## config.mk

```make
export PLATFORM = sky130hd
export DESIGN_NAME = alu_arbiter
export DESIGN_NICKNAME = d
export VERILOG_FILES = /design/src/rtl/alu_ctrl_pkg.sv /design/src/rtl/alu.sv /design/src/rtl/rr_arbiter.sv /design/src/rtl/alu_arbiter.sv
export SDC_FILE = /design/constraint.sdc
export NUM_CORES = 1
export LEC_CHECK = 0
export CAP_MARGIN = 5
export CORE_MARGIN = 4
export CORE_UTILIZATION = 53
export DETAILED_ROUTE_END_ITERATION = 16
export GPL_TIMING_DRIVEN = 1
export PLACE_DENSITY = 0.89
export SLEW_MARGIN = 10
export SYNTH_ARGS = -nofsm -noshare
export SYNTH_HDL_FRONTEND = slang
export SYNTH_HIERARCHICAL = 1
export SYNTH_SLANG_ARGS = --single-unit
```

## constraint.sdc

```tcl
create_clock -name i_clk -period 17.2 [get_ports i_clk]
set_clock_uncertainty 0.2 [all_clocks]
set_input_delay 3.44 -clock i_clk [delete_from_list [all_inputs] [get_ports i_clk]]
set_output_delay 3.44 -clock i_clk [all_outputs]
set_load 0.05 [all_outputs]
```

## src/rtl/alu_ctrl_pkg.sv

```systemverilog
// Shared definitions for the ALU arbitration slice: flag bit positions,
// ALU opcodes and the ID-width helper used to size requester indices.
package alu_ctrl_pkg;

    // Bit positions inside the 4-bit {z,n,c,v} flag vector
    localparam int FLAG_Z = 3;
    localparam int FLAG_N = 2;
    localparam int FLAG_C = 1;
    localparam int FLAG_V = 0;

    // Opcodes: gs[3]=0 arithmetic (c/v meaningful), gs[3]=1 logical.
    // Any other encoding yields a zero result with c=v=0.
    localparam logic [3:0] GS_ADD = 4'b0000;
    localparam logic [3:0] GS_SUB = 4'b0001;
    localparam logic [3:0] GS_AND = 4'b1000;
    localparam logic [3:0] GS_OR  = 4'b1001;
    localparam logic [3:0] GS_XOR = 4'b1010;
    localparam logic [3:0] GS_NOT = 4'b1011;

    // ceil(log2(n)), never less than 1 so a 1-bit index always exists
    function automatic int clog2_min1(input int n);
        int r;
        r = 0;
        for (int i = 0; i < 31; i++) begin
            if ((1 << i) < n) begin
                r = i + 1;
            end
        end
        if (r < 1) begin
            r = 1;
        end
        return r;
    endfunction

endpackage

```

## src/rtl/alu.sv

```systemverilog
// Combinational ALU. Ports: i_a/i_b operands, i_gs opcode, o_out result,
// o_flags {z,n,c,v}. c is carry-out for ADD and no-borrow for SUB; c and v
// are zero for logical and unused opcodes.
module alu
    import alu_ctrl_pkg::*;
#(
    parameter int WIDTH = 32
) (
    input  logic [WIDTH-1:0] i_a,
    input  logic [WIDTH-1:0] i_b,
    input  logic [3:0]       i_gs,
    output logic [WIDTH-1:0] o_out,
    output logic [3:0]       o_flags
);

    logic [WIDTH:0]   sum_s;
    logic [WIDTH:0]   dif_s;
    logic [WIDTH-1:0] out_s;
    logic             c_s;
    logic             v_s;

    // Operation select and flag generation
    always_comb begin
        sum_s = {1'b0, i_a} + {1'b0, i_b};
        dif_s = {1'b0, i_a} + {1'b0, ~i_b} + {{WIDTH{1'b0}}, 1'b1};
        out_s = '0;
        c_s   = 1'b0;
        v_s   = 1'b0;
        case (i_gs)
            GS_ADD: begin
                out_s = sum_s[WIDTH-1:0];
                c_s   = sum_s[WIDTH];
                v_s   = (i_a[WIDTH-1] == i_b[WIDTH-1]) && (out_s[WIDTH-1] != i_a[WIDTH-1]);
            end
            GS_SUB: begin
                out_s = dif_s[WIDTH-1:0];
                c_s   = dif_s[WIDTH];
                v_s   = (i_a[WIDTH-1] != i_b[WIDTH-1]) && (out_s[WIDTH-1] != i_a[WIDTH-1]);
            end
            GS_AND:  out_s = i_a & i_b;
            GS_OR:   out_s = i_a | i_b;
            GS_XOR:  out_s = i_a ^ i_b;
            GS_NOT:  out_s = ~i_a;
            default: out_s = '0;
        endcase
        o_out          = out_s;
        o_flags        = 4'b0000;
        o_flags[FLAG_Z] = (out_s == '0);
        o_flags[FLAG_N] = out_s[WIDTH-1];
        o_flags[FLAG_C] = c_s;
        o_flags[FLAG_V] = v_s;
    end

endmodule

```

## src/rtl/rr_arbiter.sv

```systemverilog
// Round-robin arbiter. Searches ptr, ptr+1, ... wrapping at NREQ and grants
// the first active request while i_en is high and reset is low.
// Ports: i_clk/i_rst (sync, active-high), i_req request vector, i_en slot
// free, o_gnt one-hot grant (combinational), o_idx index of the grant.
module rr_arbiter
    import alu_ctrl_pkg::*;
#(
    parameter int NREQ = 4,
    parameter int IDW  = clog2_min1(NREQ)
) (
    input  logic            i_clk,
    input  logic            i_rst,
    input  logic [NREQ-1:0] i_req,
    input  logic            i_en,
    output logic [NREQ-1:0] o_gnt,
    output logic [IDW-1:0]  o_idx
);

    localparam logic [IDW:0]   NREQ_W   = (IDW + 1)'(NREQ);
    localparam logic [IDW-1:0] LAST_IDX = IDW'(NREQ - 1);

    logic [IDW-1:0]  ptr_r;
    logic [NREQ-1:0] gnt_s;
    logic [IDW-1:0]  idx_s;
    logic            found_s;
    logic            hit_s;
    logic [IDW:0]    sum_s;
    logic [IDW:0]    cand_s;

    // Rotating priority search; the extra index bit lets ptr+off exceed
    // NREQ-1 so the wrap works for non-power-of-two NREQ.
    always_comb begin
        gnt_s   = '0;
        idx_s   = '0;
        found_s = 1'b0;
        hit_s   = 1'b0;
        sum_s   = '0;
        cand_s  = '0;
        for (int off = 0; off < NREQ; off++) begin
            sum_s  = {1'b0, ptr_r} + off[IDW:0];
            cand_s = (sum_s >= NREQ_W) ? (sum_s - NREQ_W) : sum_s;
            hit_s  = !found_s && i_en && !i_rst && i_req[cand_s[IDW-1:0]];
            gnt_s[cand_s[IDW-1:0]] = gnt_s[cand_s[IDW-1:0]] | hit_s;
            idx_s   = hit_s ? cand_s[IDW-1:0] : idx_s;
            found_s = found_s | hit_s;
        end
    end

    // Pointer moves past the winner; holds when nothing is granted
    always_ff @(posedge i_clk) begin
        if (i_rst) begin
            ptr_r <= '0;
        end else if (found_s) begin
            ptr_r <= (idx_s == LAST_IDX) ? '0 : (idx_s + IDW'(1));
        end else begin
            ptr_r <= ptr_r;
        end
    end

    assign o_gnt = gnt_s;
    assign o_idx = idx_s;

endmodule

```

## src/rtl/alu_arbiter.sv

```systemverilog
// Shares one ALU between NREQ requesters. A round-robin arbiter picks one
// request per cycle when the response slot is free; the result, flags and
// requester ID land in a single-entry register drained by valid/ready.
// Ports: i_clk, i_rst (sync, active-high), i_req/i_a/i_b/i_gs packed
// per-requester inputs, o_gnt one-hot accept strobe, o_rsp_* response
// register outputs, i_rsp_ready consumer acceptance.
module alu_arbiter
    import alu_ctrl_pkg::*;
#(
    parameter int WIDTH = 32,
    parameter int NREQ  = 4,
    parameter int IDW   = clog2_min1(NREQ)
) (
    input  logic                  i_clk,
    input  logic                  i_rst,
    input  logic [NREQ-1:0]       i_req,
    input  logic [NREQ*WIDTH-1:0] i_a,
    input  logic [NREQ*WIDTH-1:0] i_b,
    input  logic [NREQ*4-1:0]     i_gs,
    output logic [NREQ-1:0]       o_gnt,
    output logic                  o_rsp_valid,
    input  logic                  i_rsp_ready,
    output logic [IDW-1:0]        o_rsp_id,
    output logic [WIDTH-1:0]      o_rsp_out,
    output logic [3:0]            o_rsp_flags
);

    logic [WIDTH-1:0] a_arr_s  [NREQ];
    logic [WIDTH-1:0] b_arr_s  [NREQ];
    logic [3:0]       gs_arr_s [NREQ];

    logic             free_s;
    logic [NREQ-1:0]  gnt_s;
    logic [IDW-1:0]   idx_s;
    logic             any_gnt_s;
    logic [WIDTH-1:0] alu_out_s;
    logic [3:0]       alu_flags_s;

    logic             rsp_valid_r;
    logic [IDW-1:0]   rsp_id_r;
    logic [WIDTH-1:0] rsp_out_r;
    logic [3:0]       rsp_flags_r;

    for (genvar k = 0; k < NREQ; k++) begin : g_unpack
        assign a_arr_s[k]  = i_a[k*WIDTH +: WIDTH];
        assign b_arr_s[k]  = i_b[k*WIDTH +: WIDTH];
        assign gs_arr_s[k] = i_gs[k*4 +: 4];
    end

    // A slot is free when empty or when the current response leaves this cycle
    assign free_s    = !rsp_valid_r || i_rsp_ready;
    assign any_gnt_s = |gnt_s;

    rr_arbiter #(
        .NREQ (NREQ),
        .IDW  (IDW)
    ) u_arb (
        .i_clk (i_clk),
        .i_rst (i_rst),
        .i_req (i_req),
        .i_en  (free_s),
        .o_gnt (gnt_s),
        .o_idx (idx_s)
    );

    alu #(
        .WIDTH (WIDTH)
    ) u_alu (
        .i_a     (a_arr_s[idx_s]),
        .i_b     (b_arr_s[idx_s]),
        .i_gs    (gs_arr_s[idx_s]),
        .o_out   (alu_out_s),
        .o_flags (alu_flags_s)
    );

    // Response register: load on grant (covers same-cycle drain+reload),
    // clear valid on a drain without grant, otherwise hold
    always_ff @(posedge i_clk) begin
        if (i_rst) begin
            rsp_valid_r <= 1'b0;
            rsp_id_r    <= '0;
            rsp_out_r   <= '0;
            rsp_flags_r <= 4'b0000;
        end else if (any_gnt_s) begin
            rsp_valid_r <= 1'b1;
            rsp_id_r    <= idx_s;
            rsp_out_r   <= alu_out_s;
            rsp_flags_r <= alu_flags_s;
        end else if (i_rsp_ready) begin
            rsp_valid_r <= 1'b0;
        end else begin
            rsp_valid_r <= rsp_valid_r;
        end
    end

    assign o_gnt       = gnt_s;
    assign o_rsp_valid = rsp_valid_r;
    assign o_rsp_id    = rsp_id_r;
    assign o_rsp_out   = rsp_out_r;
    assign o_rsp_flags = rsp_flags_r;

endmodule

```

==> flow_results.xml, run 1 <==
<?xml version="1.0" encoding="UTF-8"?>
<metrics>
  <group name="final_timing">
    <metric name="finalWorstSetupSlack" unit="ns">5.81</metric>
    <metric name="setup_repair_after_global_routing_missed_its_margin" unit="">false</metric>
  </group>
  <group name="finish">
    <metric name="final_cell_area" unit="mm²">0.0139</metric>
    <metric name="ant_diodes" unit="">0</metric>
    <metric name="final-nonclk-buf-share" unit="%">23.9</metric>
    <metric name="lay_top_count" unit="">clkdlybuf4s50_1</metric>
    <metric name="mi_comb_count" unit="">1075</metric>
    <metric name="area_share_clock_buf_inv" unit="%">1.40</metric>
    <metric name="n_sequential_cell" unit="">41</metric>
    <metric name="largest_register_ff_count" unit="">32</metric>
  </group>
  <group name="synthesis">
    <metric name="ys_seq_share" unit="%">7.82</metric>
    <metric name="simple_share_synth" unit="%">21.5</metric>
    <metric name="cell_area_leaders" unit="">mux4_2 17%, ha_1 13%, dfxtp_1 7.8%</metric>
    <metric name="summed_instance_area_of_the_synthesized_netlist" unit="mm²">0.0105</metric>
    <metric name="post-synth-top-count-cell" unit="">a21oi_1</metric>
    <metric name="synth_compound_gate_area_share" unit="%">25.0</metric>
    <metric name="warnings_synthesis" unit="">6</metric>
    <metric name="postSynthCellCount" unit="">1329</metric>
    <metric name="top_logic_kind" unit="">AND-OR/OR-AND gates</metric>
  </group>
  <group name="worst_setup_path">
    <metric name="rr_worst_depth" unit="">23</metric>
    <metric name="crit_buf_inv" unit="">4</metric>
    <metric name="slowest_stage" unit="">mux4_2</metric>
    <metric name="crit_path_arrival_time" unit="ns">11.40</metric>
    <metric name="slowest_delay" unit="ns">0.68</metric>
    <metric name="worst-r2r-setup-slack" unit="ns">7.54</metric>
  </group>
  <group name="detailed_routing">
    <metric name="route.vias.total" unit="">12000</metric>
    <metric name="drt_pass1_iterations" unit="">5</metric>
    <metric name="routed_wirelength" unit="µm">40600</metric>
    <metric name="top_layer" unit="">met4</metric>
    <metric name="post_route_drc_violation_count" unit="">0</metric>
  </group>
  <group name="place">
    <metric name="detailed_place_hpwl" unit="µm">32400</metric>
    <metric name="gp_congestion" unit="">1.01</metric>
  </group>
  <group name="status">
    <metric name="status" unit="">finished, final reports clean</metric>
  </group>
  <group name="floorplanning">
    <metric name="ios" unit="">322</metric>
  </group>
  <group name="min_path">
    <metric name="min_from" unit="">o_rsp_out[17]$_SDFFE_PP0P_</metric>
  </group>
  <group name="power">
    <metric name="share_seq_of_total_power" unit="%">8.7</metric>
    <metric name="power.share.combinational" unit="%">84.2</metric>
  </group>
</metrics>
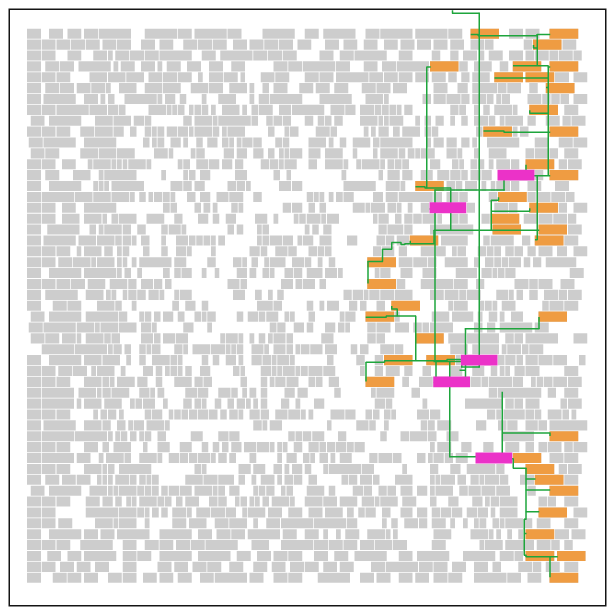
Figure 1: run 1, clock wires, drivers and flops.
(4 px per µm)
[flip-flops] orange | count: 41
[clock drivers] magenta | count: 5
[clock wires] green | length: 651 µm
routed clock nets	6
clk latency late pin: 0.29 ns
Clock Power Share: 7.1%
clock group power: 0.126 mW

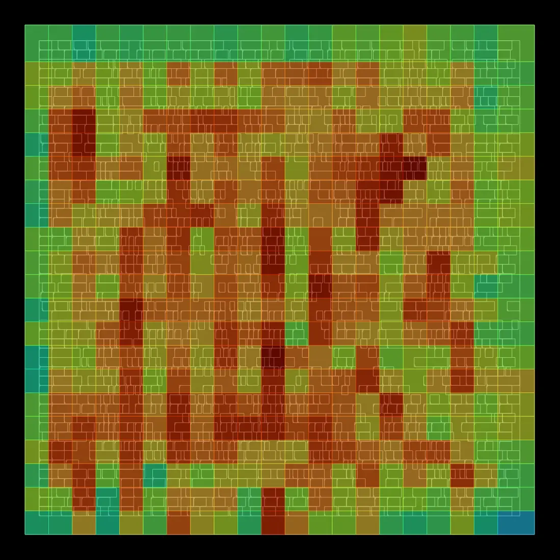
Figure 2: run 1, routing congestion.
end-of-flow core utilization: 71.2%
M2 GR Usage: 57.5%
wire length per cell after detailed routing: 22.2 µm
global-route met1 utilization: 46.7%

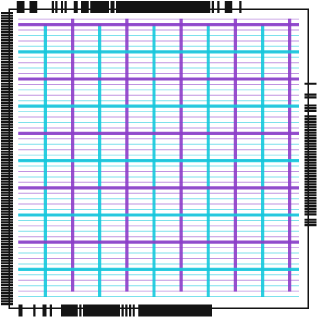
Figure 3: run 1, power grid.
(2 px per µm) Pins as bars on the die edge.
net	color
VDD	purple
VSS	cyan
rows	51
met1 rails	52
met5 straps	10
signal pins	322
met4 straps	10
worst vdd rail ir drop: 0.0576 mV
core area: 0.0195 mm²
die outline width: 149 µm

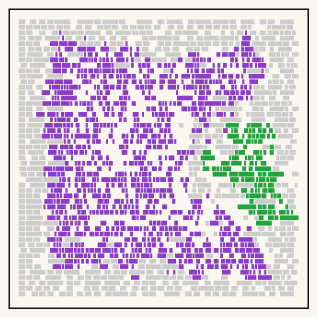
Figure 4: run 1, sub-block map.
(2 px per µm) Other cells in gray.
instance	color	cells
u_alu	purple	902
u_arb	green	106
not colored	558
die area: 0.0221 mm²
post-route non-filler standard cell count: 1831

==> run 2, diff against run 1 <==
--- a/config.mk
+++ b/config.mk
@@ -7,10 +7,10 @@
 export LEC_CHECK = 0
 export CAP_MARGIN = 5
 export CORE_MARGIN = 4
-export CORE_UTILIZATION = 53
+export CORE_UTILIZATION = 49
 export DETAILED_ROUTE_END_ITERATION = 16
 export GPL_TIMING_DRIVEN = 1
-export PLACE_DENSITY = 0.89
+export PLACE_DENSITY = 0.83
 export SLEW_MARGIN = 10
 export SYNTH_ARGS = -nofsm -noshare
 export SYNTH_HDL_FRONTEND = slang
==> constraint.sdc (replaced) <==
create_clock -name i_clk -period 11.55 [get_ports i_clk]
set_clock_uncertainty 0.2 [all_clocks]
set_input_delay 2.31 -clock i_clk [delete_from_list [all_inputs] [get_ports i_clk]]
set_output_delay 2.31 -clock i_clk [all_outputs]
set_load 0.05 [all_outputs]
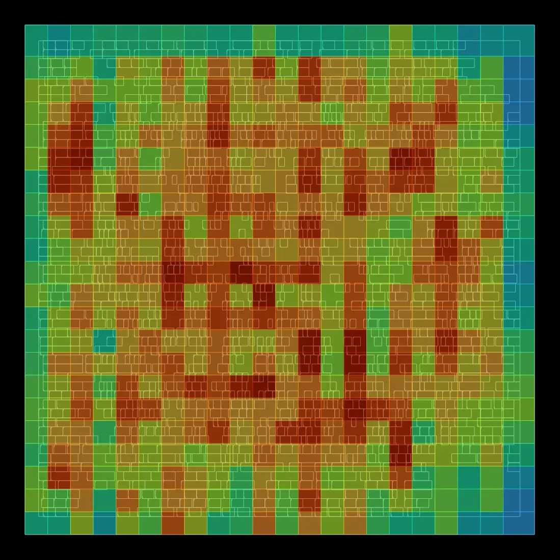
Figure 5: run 2, routing congestion.
met3 global-route usage: 6.49%
wire length per cell after detailed routing: 21.4 µm
GRT Max-Usage Layer: met2
M2 GR Usage: 49.5%

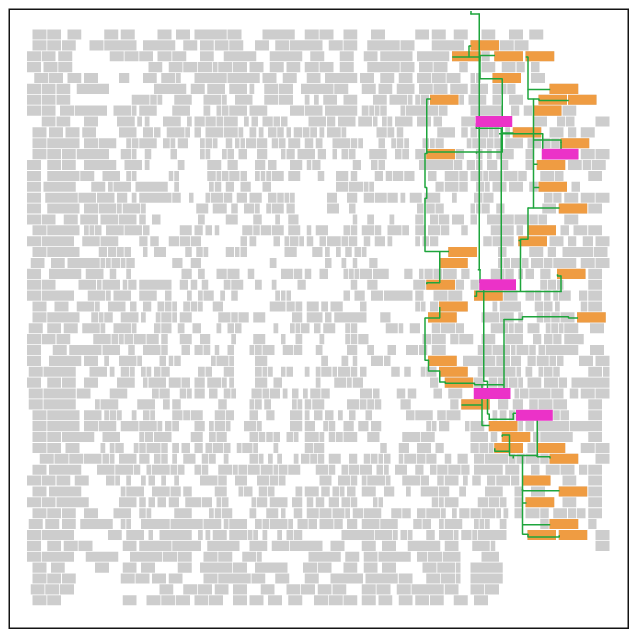
Figure 6: run 2, clock wires, drivers and flops.
(4 px per µm)
[clock drivers] magenta | count: 5
[flip-flops] orange | count: 41
[clock wires] green | length: 613 µm
flops lie	a column on the right

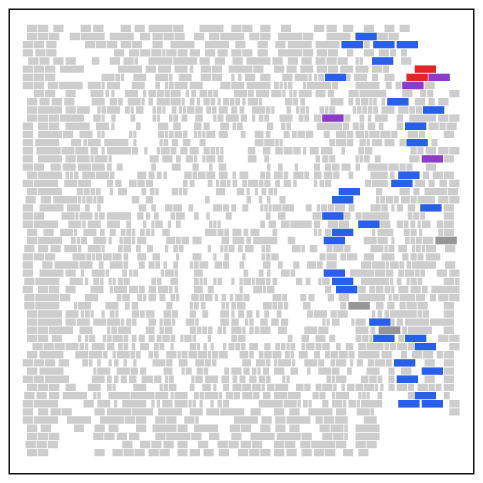
Figure 7: run 2, register map, names as in the netlist.
(3 px per µm) Other sequential cells in the stronger gray, the rest of the logic in the fainter gray.
netlist name	color	sequential cells
o_rsp_out	blue	32
o_rsp_id	red	2
o_rsp_flags	purple	4

==> flow_results.xml, run 2 <==
<?xml version="1.0" encoding="UTF-8"?>
<metrics>
  <group name="status">
    <metric name="status" unit="">finished, final reports clean</metric>
  </group>
  <group name="finish">
    <metric name="final-nonclk-buf-share" unit="%">24.3</metric>
    <metric name="fin_util" unit="%">66.0</metric>
    <metric name="lay_top_count" unit="">clkdlybuf4s50_1</metric>
    <metric name="area_share_clock_buf_inv" unit="%">1.03</metric>
    <metric name="final_cell_area" unit="mm²">0.0139</metric>
    <metric name="fin_cells" unit="">1844</metric>
    <metric name="n_sequential_cell" unit="">41</metric>
  </group>
  <group name="power">
    <metric name="peakVddDrop" unit="mV">0.132</metric>
    <metric name="pg_clk" unit="mW">0.139</metric>
    <metric name="power.share.combinational" unit="%">85.8</metric>
  </group>
  <group name="final_timing">
    <metric name="setup_repair_after_global_routing_missed_its_margin" unit="">false</metric>
    <metric name="finalWorstSetupSlack" unit="ns">1.34</metric>
  </group>
  <group name="floorplanning">
    <metric name="fp.coreArea" unit="mm²">0.0210</metric>
    <metric name="ios" unit="">322</metric>
  </group>
  <group name="synthesis">
    <metric name="postSynthCellCount" unit="">1329</metric>
    <metric name="ys_seq_share" unit="%">7.82</metric>
    <metric name="post-synth-top-count-cell" unit="">a21oi_1</metric>
    <metric name="cell_area_leaders" unit="">mux4_2 17%, ha_1 13%, dfxtp_1 7.8%</metric>
  </group>
  <group name="detailed_routing">
    <metric name="route.vias.total" unit="">11900</metric>
    <metric name="routed_wirelength" unit="µm">39500</metric>
  </group>
  <group name="global_route">
    <metric name="global_route.usage.met1" unit="%">42.2</metric>
  </group>
  <group name="worst_setup_path">
    <metric name="rr_worst_depth" unit="">24</metric>
    <metric name="crit_path_arrival_time" unit="ns">10.23</metric>
    <metric name="slowest_delay" unit="ns">1.06</metric>
    <metric name="slowest_stage" unit="">a221oi_4</metric>
  </group>
  <group name="place">
    <metric name="gp_congestion" unit="">1.04</metric>
  </group>
</metrics>
Power figures rest on the tool's default switching activity, not on a simulated workload.
